[src/rtl/seg7_scan_display.sv]
// Latches a {result, opcode, B, A} nibble word and scans it across the four
// common-anode 7-segment digits, with a blanking interval at the start of every slot.
module seg7_scan_display #(
    parameter int REFRESH_DIV  = 100_000,
    parameter int BLANK_CYCLES = 2_000
) (
    input  logic        clk,
    input  logic        rst_n,
    input  logic        load_valid,
    input  logic [15:0] digits_in,
    input  logic [3:0]  dp_in,
    input  logic [3:0]  blank_in,
    output logic [3:0]  an,
    output logic [6:0]  seg,
    output logic        dp,
    output logic        frame_tick
);

    localparam int CW = (REFRESH_DIV > 1) ? $clog2(REFRESH_DIV) : 1;

    typedef enum logic {
        BLANK,
        DRIVE
    } state_t;

    state_t        state;
    state_t        state_next;
    logic [CW-1:0] cnt;
    logic [1:0]    idx;
    logic [15:0]   shadow_digits;
    logic [3:0]    shadow_dp;
    logic [3:0]    cur_nibble;
    logic          cur_dp;
    logic [3:0]    nibble_next;
    logic          dp_bit_next;
    logic          cnt_wrap;
    logic          slot_start;
    logic          blank_end;
    logic [3:0]    an_next;
    logic [6:0]    seg_next;
    logic          dp_next;
    logic          frame_tick_next;

    function automatic logic [6:0] hex7(input logic [3:0] n);
        logic [6:0] s;
        case (n)
            4'h0:    s = 7'h40;
            4'h1:    s = 7'h79;
            4'h2:    s = 7'h24;
            4'h3:    s = 7'h30;
            4'h4:    s = 7'h19;
            4'h5:    s = 7'h12;
            4'h6:    s = 7'h02;
            4'h7:    s = 7'h78;
            4'h8:    s = 7'h00;
            4'h9:    s = 7'h10;
            4'hA:    s = 7'h08;
            4'hB:    s = 7'h03;
            4'hC:    s = 7'h46;
            4'hD:    s = 7'h21;
            4'hE:    s = 7'h06;
            default: s = 7'h0E;
        endcase
        return s;
    endfunction

    assign cnt_wrap        = (cnt == CW'(REFRESH_DIV - 1));
    assign slot_start      = (cnt == '0);
    assign blank_end       = (cnt == CW'(BLANK_CYCLES - 1));
    assign frame_tick_next = cnt_wrap && (idx == 2'd3);

    always_ff @(posedge clk or negedge rst_n) begin
        if (!rst_n) begin
            cnt <= '0;
            idx <= 2'd0;
        end else if (cnt_wrap) begin
            cnt <= '0;
            idx <= idx + 2'd1;
        end else begin
            cnt <= cnt + CW'(1);
        end
    end

    always_ff @(posedge clk or negedge rst_n) begin
        if (!rst_n) begin
            shadow_digits <= 16'h0000;
            shadow_dp     <= 4'h0;
        end else if (load_valid) begin
            shadow_digits <= digits_in;
            shadow_dp     <= dp_in;
        end
    end

    // The digit for a slot is frozen at cnt==0 so a capture never tears a digit mid-slot.
    always_comb begin
        nibble_next = cur_nibble;
        dp_bit_next = cur_dp;
        if (slot_start) begin
            nibble_next = shadow_digits[{idx, 2'b00} +: 4];
            dp_bit_next = shadow_dp[idx];
        end
    end

    always_ff @(posedge clk or negedge rst_n) begin
        if (!rst_n) begin
            cur_nibble <= 4'h0;
            cur_dp     <= 1'b0;
        end else begin
            cur_nibble <= nibble_next;
            cur_dp     <= dp_bit_next;
        end
    end

    always_comb begin
        state_next = state;
        case (state)
            BLANK:   if (blank_end) state_next = DRIVE;
            DRIVE:   if (cnt_wrap)  state_next = BLANK;
            default: state_next = BLANK;
        endcase
    end

    // idx only moves on a wrap, which always lands in BLANK, so idx is stable here.
    always_comb begin
        an_next  = 4'hF;
        seg_next = 7'h7F;
        dp_next  = 1'b1;
        if (state_next == DRIVE && !blank_in[idx]) begin
            an_next  = ~(4'b0001 << idx);
            seg_next = hex7(nibble_next);
            dp_next  = ~dp_bit_next;
        end
    end

    always_ff @(posedge clk or negedge rst_n) begin
        if (!rst_n) begin
            state      <= BLANK;
            an         <= 4'hF;
            seg        <= 7'h7F;
            dp         <= 1'b1;
            frame_tick <= 1'b0;
        end else begin
            state      <= state_next;
            an         <= an_next;
            seg        <= seg_next;
            dp         <= dp_next;
            frame_tick <= frame_tick_next;
        end
    end

endmodule

[config.mk]
export PLATFORM = sky130hd
export DESIGN_NAME = seg7_scan_display
export DESIGN_NICKNAME = d
export VERILOG_FILES = /design/src/rtl/seg7_scan_display.sv
export SDC_FILE = /design/constraint.sdc
export NUM_CORES = 1
export LEC_CHECK = 0
export CORE_ASPECT_RATIO = 1.5
export CORE_MARGIN = 2
export CORE_UTILIZATION = 50
export CTS_BUF_LIST = sky130_fd_sc_hd__clkbuf_8
export CTS_CLUSTER_DIAMETER = 100
export DETAILED_ROUTE_END_ITERATION = 6
export HOLD_SLACK_MARGIN = 0.08
export PLACE_DENSITY = 0.86
export SYNTH_ARGS = -nofsm -noshare
export SYNTH_HDL_FRONTEND = slang
export SYNTH_SLANG_ARGS = --single-unit
[constraint.sdc]
create_clock -name clk -period 4.1 [get_ports clk]
set_input_delay 0.82 -clock clk [delete_from_list [all_inputs] [get_ports clk]]
set_output_delay 0.82 -clock clk [all_outputs]
set_load 0.05 [all_outputs]
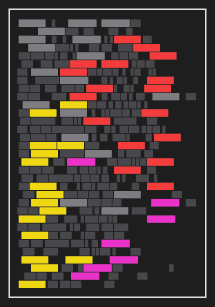
*Where the registers sit*
Scale: 3 px per micron. Other sequential cells in the stronger grey, the rest of the logic in the fainter grey.
magenta -> seg  # placed flops 7
yellow -> shadow_digits  # placed flops 16
red -> cnt  # placed flops 17
Seq. pwr: 607 uW
FF+latch area: 1466 sq um
Seq area share: 0.4248
final core occ: 0.6334

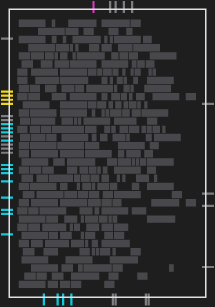
*Pin placement*
Scale: 3 px per micron. Pins as bars across the die edge, other pins in grey.
cyan -> digits_in  # pins 16, direction input, edge 12 left, 4 bottom
magenta -> dp  # pins 1, direction output, edge top
yellow -> dp_in  # pins 4, direction input, edge left

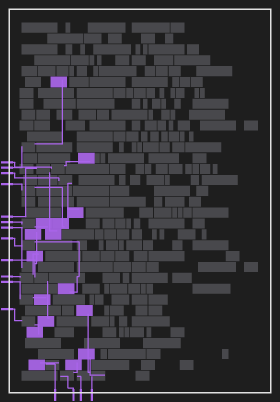
*I/O nets highlighted*
Scale: 4 px per micron.
purple -> digits_in  # bits 16, direction input, end cells 16, buffers 16, wire 288 microns
io pins: 40
port buffer count: 39

==> summary.txt <==
fresh numbers from the pnr run: status=completed, Tap Cells=approximately 70, family with the most delay on the worst path=simple AND/OR/NAND/NOR gates, routing usage on met1=0.2294, Main synth FF type=dfrtp_1, GRT Residual Overflow=0, Setup WS pre-CTS=roughly 0.66 ns, Non-Clock Buffer Count=between 40 and 50, Routability Congestion=just under 0.9, Final Net Count=just over 300, logic share of the area=0.3621, Max Clock Freq=approximately 300 MHz, final count of pins violating max slew=0, Multiplexer share=0.1626, max reg flops=17, Routed WL=5.501 mm, Gate Area=about 1200 sq um, Finished Layout Cells=about 340, # Max-Cap Violations=0, Met3 Wirelength=approximately 240 microns, net count after synthesis=between 200 and 300, sequential power share=0.491, Setup TNS=0 ns, fillcell total=436, Pwr Total=about 1200 uW, wl on met1=~2.3 mm, switching share of total power=0.2439, Setup crit start=cnt[11]$_DFF_PN0_, Post-synth ARST share=1.000, crit path buf inv count=1, number of buffers created by CTS=9, synth cell count leaders=dfrtp_1 (46), mux2_2 (23), nand2_1 (18), 1st-iter DRT viols=45, worst-path fanout max=7, hold_ws=a little under 0.5 ns, crit path capture=seg[3]$_DFF_PN1_, Synth Area in XOR/XNOR=0.05018, Synth-to-Final Area Change=23.61%, total global-route track usage=0.1976, Period minus WS final=about 3.4 ns, CTS sink count=58, synthesis area per yosys=2793 sq um, top sig layer=met4, synthesized netlist cell count=roughly 220, Lkg Pwr=between 0.001 and 0.0015 uW, pin count of the biggest net entering global routing=42, most frequent cell after synthesis=dfrtp_1, Die W=65.02 microns, Clock Power Share=0.429, PD cells=approximately 360 nW/um^2, Design Area, Final=3452 sq um, CTS tree=built, Largest Register=cnt, # diodes=0, later-pin clock latency in the skew report=0.34 ns, slowest cell on the critical path=or4_1, vias in the first global route=between 1500 and 2000, clock distribution power=about 530 uW, top power group=registers, Met2 Wirelength=2.935 mm, die area=6211 sq um, WS Path Type=register to register, placed insts=327, RSZ-0062 raised after global routing=no, initial antenna violation count=0, Max Clock Skew=slightly below 0.007 ns, # resized after CTS=0, Post-synth EDFFs=0, tool warnings=36, Avg Vias per Cell=between 5 and 6, Post-CTS Setup Bufs=0, NonClk Buf Share=0.1182, clock buffers=9, hold path start=cnt[0]$_DFF_PN0_, Pre-antenna DRT Iters=4, Dominant cell area share=0.4122, most frequent cells in the layout=dfrtp_1 (46), clkdlybuf4s50_1 (38), mux2_2 (23), final-report setup violation count=0, die y size=around 96 microns, cell area after synthesis=around 2800 sq um
Power figures rest on the tool's default switching activity, not on a simulated workload.
